File: src/rtl/ftm_trace_arbiter.sv
`default_nettype none
// +--------------------------------------------------------------------------+
// | Module      : ftm_trace_arbiter                                          |
// | Description : Round-robin, burst-bounded arbiter that shares the single  |
// |               Zynq Fabric Trace Module port (32-bit data, 4-bit ATID,    |
// |               valid, clock; no backpressure) between NUM_SRC PL trace    |
// |               sources that each use a valid/ready handshake.             |
// |               Optional macro FTM_TRACE_ARBITER_STATS_EN adds saturating  |
// |               per-source word and stall counters with stat_clear.        |
// | Revision    : 1.0 - initial release                                      |
// +--------------------------------------------------------------------------+
module ftm_trace_arbiter #(
    parameter int         NUM_SRC   = 4,
    parameter logic [3:0] ATID_BASE = 4'h1,
    parameter int         MAX_BURST = 4
) (
    input  logic                   clk,
    input  logic                   rst,
    input  logic                   trace_enable,
    input  logic [NUM_SRC-1:0]     src_enable,
    input  logic [NUM_SRC*32-1:0]  src_data,
    input  logic [NUM_SRC-1:0]     src_valid,
    output logic [NUM_SRC-1:0]     src_ready,
    output logic [31:0]            trace_data,
    output logic [3:0]             trace_atid,
    output logic                   trace_valid,
    output logic                   trace_clock,
    output logic                   busy,
    output logic [2:0]             grant_id
`ifdef FTM_TRACE_ARBITER_STATS_EN
    ,
    input  logic                   stat_clear,
    output logic [NUM_SRC*32-1:0]  stat_words,
    output logic [NUM_SRC*32-1:0]  stat_stall
`endif
);

    // State encoding
    localparam logic [0:0] c_ST_IDLE  = 1'b0;
    localparam logic [0:0] c_ST_BURST = 1'b1;

    // Burst counter value of the last word a grant may take
    localparam logic [4:0] c_LAST_CNT = 5'(MAX_BURST - 1);
    localparam logic [2:0] c_LAST_SRC = 3'(NUM_SRC - 1);

    logic [0:0]          r_state;
    logic [0:0]          w_state_nxt;
    logic [2:0]          r_rr_ptr;
    logic [4:0]          r_burst_cnt;
    logic [2:0]          r_grant_id;

    logic [NUM_SRC-1:0]  w_elig;
    logic                w_pick_found;
    logic [2:0]          w_pick_idx;

    logic                w_g_valid;
    logic                w_g_en;
    logic [31:0]         w_g_data;
    logic                w_g_ready;
    logic                w_accept;
    logic                w_exit;
    logic [NUM_SRC-1:0]  w_ready;
    logic [2:0]          w_rr_next;

    logic                r_trace_valid;
    logic [31:0]         r_trace_data;
    logic [3:0]          r_trace_atid;

    // (base + off) mod NUM_SRC for base < NUM_SRC and off < NUM_SRC
    function automatic logic [2:0] wrap_idx(input logic [2:0] base, input int off);
        int sum;
        sum = int'(base) + off;
        if (sum >= NUM_SRC) begin
            sum = sum - NUM_SRC;
        end
        return 3'(sum);
    endfunction

    assign w_elig = src_valid & src_enable & {NUM_SRC{trace_enable}};

    // Round-robin pick: first eligible source scanning up from r_rr_ptr
    always_comb begin
        w_pick_found = 1'b0;
        w_pick_idx   = 3'd0;
        for (int k = 0; k < NUM_SRC; k++) begin
            for (int i = 0; i < NUM_SRC; i++) begin
                if (!w_pick_found && w_elig[i] && (3'(i) == wrap_idx(r_rr_ptr, k))) begin
                    w_pick_found = 1'b1;
                    w_pick_idx   = 3'(i);
                end
            end
        end
    end

    // Select the current grantee's handshake and data lanes
    always_comb begin
        w_g_valid = 1'b0;
        w_g_en    = 1'b0;
        w_g_data  = 32'd0;
        for (int i = 0; i < NUM_SRC; i++) begin
            if (r_grant_id == 3'(i)) begin
                w_g_valid = src_valid[i];
                w_g_en    = src_enable[i];
                w_g_data  = src_data[32*i +: 32];
            end
        end
    end

    assign w_rr_next = (r_grant_id == c_LAST_SRC) ? 3'd0 : r_grant_id + 3'd1;

    // Next-state, ready and accept decode; ready depends only on state and enables
    always_comb begin
        w_state_nxt = r_state;
        w_g_ready   = 1'b0;
        w_accept    = 1'b0;
        w_exit      = 1'b0;
        w_ready     = '0;
        case (r_state)
            c_ST_IDLE: begin
                if (w_pick_found) begin
                    w_state_nxt = c_ST_BURST;
                end
            end
            c_ST_BURST: begin
                w_g_ready = trace_enable & w_g_en;
                w_accept  = w_g_ready & w_g_valid;
                for (int i = 0; i < NUM_SRC; i++) begin
                    w_ready[i] = (r_grant_id == 3'(i)) & w_g_ready;
                end
                if ((w_accept && (r_burst_cnt == c_LAST_CNT)) ||
                    !w_g_valid || !w_g_en || !trace_enable) begin
                    w_exit      = 1'b1;
                    w_state_nxt = c_ST_IDLE;
                end
            end
            default: begin
                w_state_nxt = c_ST_IDLE;
            end
        endcase
    end

    // State register
    always_ff @(posedge clk) begin
        if (rst) begin
            r_state <= c_ST_IDLE;
        end else begin
            r_state <= w_state_nxt;
        end
    end

    // Grant, burst counter and round-robin pointer bookkeeping
    always_ff @(posedge clk) begin
        if (rst) begin
            r_grant_id  <= 3'd0;
            r_burst_cnt <= 5'd0;
            r_rr_ptr    <= 3'd0;
        end else if (r_state == c_ST_IDLE) begin
            if (w_pick_found) begin
                r_grant_id  <= w_pick_idx;
                r_burst_cnt <= 5'd0;
            end
        end else begin
            if (w_accept) begin
                r_burst_cnt <= r_burst_cnt + 5'd1;
            end
            if (w_exit) begin
                r_rr_ptr <= w_rr_next;
            end
        end
    end

    // Trace port register: an accepted word appears exactly one cycle later, else zeros
    always_ff @(posedge clk) begin
        if (rst) begin
            r_trace_valid <= 1'b0;
            r_trace_data  <= 32'd0;
            r_trace_atid  <= 4'd0;
        end else begin
            r_trace_valid <= w_accept;
            r_trace_data  <= w_accept ? w_g_data : 32'd0;
            r_trace_atid  <= w_accept ? (ATID_BASE + {1'b0, r_grant_id}) : 4'd0;
        end
    end

    assign src_ready   = w_ready;
    assign trace_valid = r_trace_valid;
    assign trace_data  = r_trace_data;
    assign trace_atid  = r_trace_atid;
    assign trace_clock = clk;
    assign busy        = (r_state == c_ST_BURST);
    assign grant_id    = r_grant_id;

`ifdef FTM_TRACE_ARBITER_STATS_EN
    generate
        for (genvar gi = 0; gi < NUM_SRC; gi++) begin : g_stats
            logic [31:0] r_words;
            logic [31:0] r_stall;

            // Saturating accepted-word and stall counters; clear beats increment
            always_ff @(posedge clk) begin
                if (rst || stat_clear) begin
                    r_words <= 32'd0;
                    r_stall <= 32'd0;
                end else begin
                    if (src_valid[gi] && w_ready[gi] && (r_words != 32'hFFFF_FFFF)) begin
                        r_words <= r_words + 32'd1;
                    end
                    if (src_valid[gi] && !w_ready[gi] && (r_stall != 32'hFFFF_FFFF)) begin
                        r_stall <= r_stall + 32'd1;
                    end
                end
            end

            assign stat_words[32*gi +: 32] = r_words;
            assign stat_stall[32*gi +: 32] = r_stall;
        end
    endgenerate
`endif

endmodule
`default_nettype wire

File: config.mk
export PLATFORM = sky130hd
export DESIGN_NAME = ftm_trace_arbiter
export DESIGN_NICKNAME = d
export VERILOG_FILES = /design/src/rtl/ftm_trace_arbiter.sv
export SDC_FILE = /design/constraint.sdc
export NUM_CORES = 1
export LEC_CHECK = 0
export CORE_MARGIN = 2
export CORE_UTILIZATION = 37
export DETAILED_ROUTE_END_ITERATION = 10
export PLACE_DENSITY = 0.81
export SLEW_MARGIN = 10
export SYNTH_ARGS = -nofsm -noshare
export SYNTH_HDL_FRONTEND = slang
export SYNTH_SLANG_ARGS = --single-unit
File: constraint.sdc
create_clock -name clk -period 2.5 [get_ports clk]
set_input_delay 0.5 -clock clk [delete_from_list [all_inputs] [get_ports clk]]
set_output_delay 0.5 -clock clk [all_outputs]
set_load 0.02 [all_outputs]
Signal wires by layer:
The bar under the picture is 20 um long.
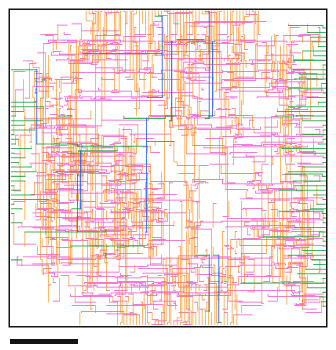
layer	color	wire length
M4	blue	225 um
M3	green	676 um
M2	orange	5,460 um
M1	magenta	4,430 um

Sequential cells colored by netlist name:
The bar under the picture is 20 um long.
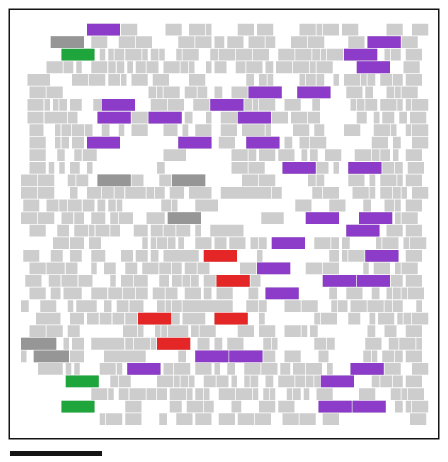
netlist name	color	sequential cells
trace_data	purple	32
trace_atid	green	3
r_burst_cnt	red	5

==> ci_impl_report.md <==
### Metrics collected by this job

| Metric | Value |
|---|---|
| Fraction of area in non-clock buffers | `39.6%` |
| Combinational-cell power consumption | `0.750 mW` |
| Number of inserted filler cells in the final layout | `673` |
| 1st-iter DRT viols | `133` |
| Post-synthesis share of cell area spent on full adders, half adders and majority gates | `2.15%` |
| Die X-Extent | `92.6 um` |
| Area of the core | `7690 um2` |
| Multi-input gates | `307` |
| Setup Crit Path Kind | `reg2out` |
| # placed instances | `670` |
| Min-Delay Path Class | `reg2reg` |
| Length of the first detailed-routing pass in iterations | `4` |
| Multiplexer share of the synthesized area | `1.38%` |
| Post-cts hold-fix buffer tally | `0` |
| Proportion of total power due to net switching | `28.4%` |
| Sequential cell count | `46` |
| Portion of total power attributed to the clock network | `35.5%` |
| Vias in the first global route | `3,393` |
| Clock latency on the worst-skew pair | `400 ps` |
| Share of the cycle needed by the critical path after routing | `97.6%` |
| Number of antenna violations at the first check in global routing | `0` |
| Cell Rows | `32` |
| Layout clock buffer count | `9` |
| Worst hold margin | `442 ps` |
| Total of cells resized after clock tree synthesis | `26` |
| Maximum number of pins on one net before global-route repair | `42` |
| Residual DRC | `0` |
| Commonest non-fill, non-tap cells in the layout | `sky130_fd_sc_hd__clkdlybuf4s50_1, sky130_fd_sc_hd__nand2_1, sky130_fd_sc_hd__dfxtp_1, sky130_fd_sc_hd__a21oi_1, sky130_fd_sc_hd__nand2b_1` |
| Total Wirelength | `10,800 um` |
| Count of final setup violators | `0` |
| Arrival time at the worst endpoint | `1940 ps` |
| Chip Area | `8580 um2` |
| Number of setup buffers added after CTS | `1` |
| Antenna diode instance count | `0` |
| Yosys-reported design area after synthesis | `2910 um2` |
| Outcome | `finished, final reports clean` |
| Setup repair after global routing missed its margin | `no` |
| Minimum clock period after layout | `2440 ps` |
| PnR Total Power | `2.35 mW` |
| Synth Flop Type | `sky130_fd_sc_hd__dfxtp_1` |
| Internal power consumption | `1.68 mW` |
| Avg Cell Area, Syn | `7.38 um2` |
| Via count | `3,564` |
| Yosys xor share | `0%` |
| Number of enable-type register cells in the synthesized netlist | `0` |
| Placer's final routability congestion estimate | `0.914` |
| Synthesized flop and latch total | `46` |
| Area growth from synthesis to layout | `75.5%` |
| Largest driver fanout on the critical path | `4` |
| Residual antenna-violating net count after detailed routing | `0` |
| Most frequent logic cell in the layout | `sky130_fd_sc_hd__clkdlybuf4s50_1` |
| Power Dens Cells | `460 nW/um2` |
| Combinational share of cell area | `35.5%` |
| Count of yosys warnings during synthesis | `0` |
| Async S/R FF share, synth | `0%` |
| Library cell with the largest summed area after synthesis | `sky130_fd_sc_hd__dfxtp_1` |
| Top-level I/O count | `185` |
| Fp_density | `37.8%` |
| Most area-consuming cells after synthesis | `sky130_fd_sc_hd__dfxtp_1, sky130_fd_sc_hd__nand2_1, sky130_fd_sc_hd__nand2b_1` |
| Post-synthesis simple-gate area fraction | `30.8%` |
| Maximum clock frequency | `0.410 GHz` |
| Part of the power in registers | `32.6%` |
| Register fraction of the total cell area | `18.1%` |
| Number of hold-slack violations in the final timing report | `0` |
| OpenROAD warning count | `30` |
| Number of tap instances | `102` |
| Wire length of the first global-routing pass | `16,700 um` |
| Switching power summed over all nets | `0.667 mW` |
| Netlist cell types | `50` |
| Die height | `92.6 um` |
| Commonest cells in the netlist | `sky130_fd_sc_hd__nand2_1, sky130_fd_sc_hd__dfxtp_1, sky130_fd_sc_hd__a21oi_1` |
| Net count reported at finish | `724` |
| Remaining Overflow, GRT | `0` |
| Synth Seq Share | `31.7%` |
| Combined flip-flop and latch cell area | `923 um2` |
| Final non-filler cell total | `683` |
| Count leader, synth | `sky130_fd_sc_hd__nand2_1` |
| Input/output buffers | `182` |
| Gate power share | `31.9%` |
| Total standard cell area after synthesis | `2910 um2` |
| Setup Slack @ Placement | `-262 ps` |
| Post-detailed-placement half-perimeter wirelength | `8000 um` |
| CTS clk-pin slew, worst paths | `90 ps` |
| Synthesized-area fraction occupied by ao, oa, aoi and oai cells | `26.6%` |
| Ratio of routed vias to standard cells | `5.22` |
| Worst clock skew | `9.45 ps` |
| Startpoint class of the critical path | `register` |
| Post-synth top area share | `31.7%` |
| Overall Global Routing Usage | `24.4%` |
| Top power group | `the clock network` |
| Worst Slack Setup Final | `61.0 ps` |
| Dominant kind of cell | `non-clock buffers` |
| Power in sequential cells | `0.765 mW` |
| Share of post-route cells with drive strength above 1 | `10.3%` |
| Data required time at the worst endpoint | `2000 ps` |
| Number of non-clock buffers in the layout | `208` |
| Clock distribution area overhead in the final layout | `3.68%` |
| Cells in synth_stat.txt | `394` |
| Max Transition Viols Final | `0` |
| Post-detailed-route wirelength per cell | `15.8 um` |
| Top logic family | `simple AND/OR/NAND/NOR gates` |
| Instance count of the mapped netlist | `394` |
| Multi-input combinational cell area | `1810 um2` |
| Static leakage | `1.89 nW` |
| Reported max-cap violation count | `0` |
| Actual transition at the worst max-transition pin | `501 ps` |
| Inverter count | `8` |
| Worst-case vdd ir drop | `0.000352 V` |
| Total clock network power | `0.833 mW` |
| Max_slew headroom | `66.1%` |
| CTS tree | `built` |
| Fin Setup TNS | `0 ps` |
| Category of the worst setup path capture point | `output pin` |
Cell classes on the final placement:
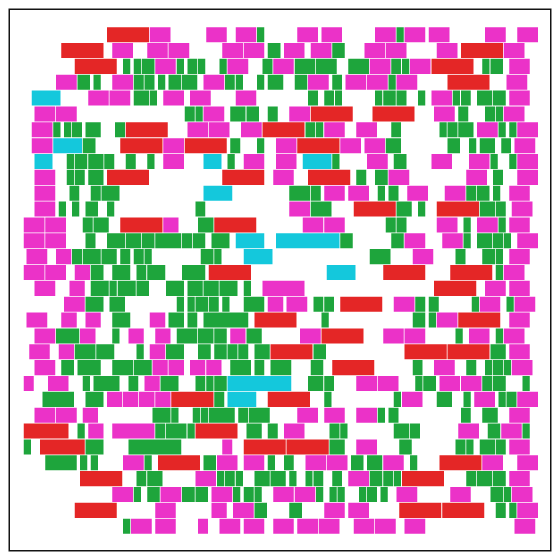
class	color	cells	share of their area
remaining logic cells	green	315	37%
clock drivers and dummy loads	cyan	12	3.8%
remaining buffers and delay cells	magenta	208	41%
registers	red	46	19%

==> kinds of logic after synthesis <==
logic type | Yosys count
flip-flops | 46
AND-OR/OR-AND | 120
buffers and inverters | 42
other | 1
adder cells (fa/ha/maj) | 5
multiplexers | 4
AND/OR/NAND/NOR | 176
==> critical path, cell delays in order (launching register included) <==
cell	delay, ps
sky130_fd_sc_hd__dfxtp_2	350
sky130_fd_sc_hd__inv_1	70
sky130_fd_sc_hd__ha_2	210
sky130_fd_sc_hd__or3b_4	390
sky130_fd_sc_hd__and3_4	190
sky130_fd_sc_hd__and3_1	150
sky130_fd_sc_hd__buf_2	160
==> routing by layer <==
layer	part of all wire (%)	track usage (%)	vias to the layer above
met3	6.3	4.80	22
met2	51	44.6	135
met4	2.1	8.33	0
met5	0	0	-
li1	-	-	1762
met1	41	28.3	1645
==> stage by stage <==
step	utilization, %	area [um2]
finish	66.4	5100
global route	66.4	5100
CTS	66.2	5090
detailed placement	63.6	4890
global placement	63.6	4890
floorplan	-	2910
==> final timing paths <==
check / from / end / slack, ps / cells past startpoint
max reg2reg: grant_id[0]$_SDFFE_PP0P_ / trace_atid[1]$_SDFF_PP0_ / 210 / 10
min reg2reg: grant_id[0]$_SDFFE_PP0P_ / trace_atid[0]$_SDFF_PP0_ / 440 / 1
min: grant_id[0]$_SDFFE_PP0P_ / trace_atid[0]$_SDFF_PP0_ / 440 / 1
max: grant_id[0]$_SDFFE_PP0P_ / src_ready[2] / 60 / 6
==> state kept, by name, summed over array words and instances, names as in the netlist <==
name         flops
grant_id         2
r_burst_cnt      5
r_rr_ptr         2
trace_data      32
trace_valid      1
trace_atid       3
busy             1
Power and IR drop assume default switching activity.
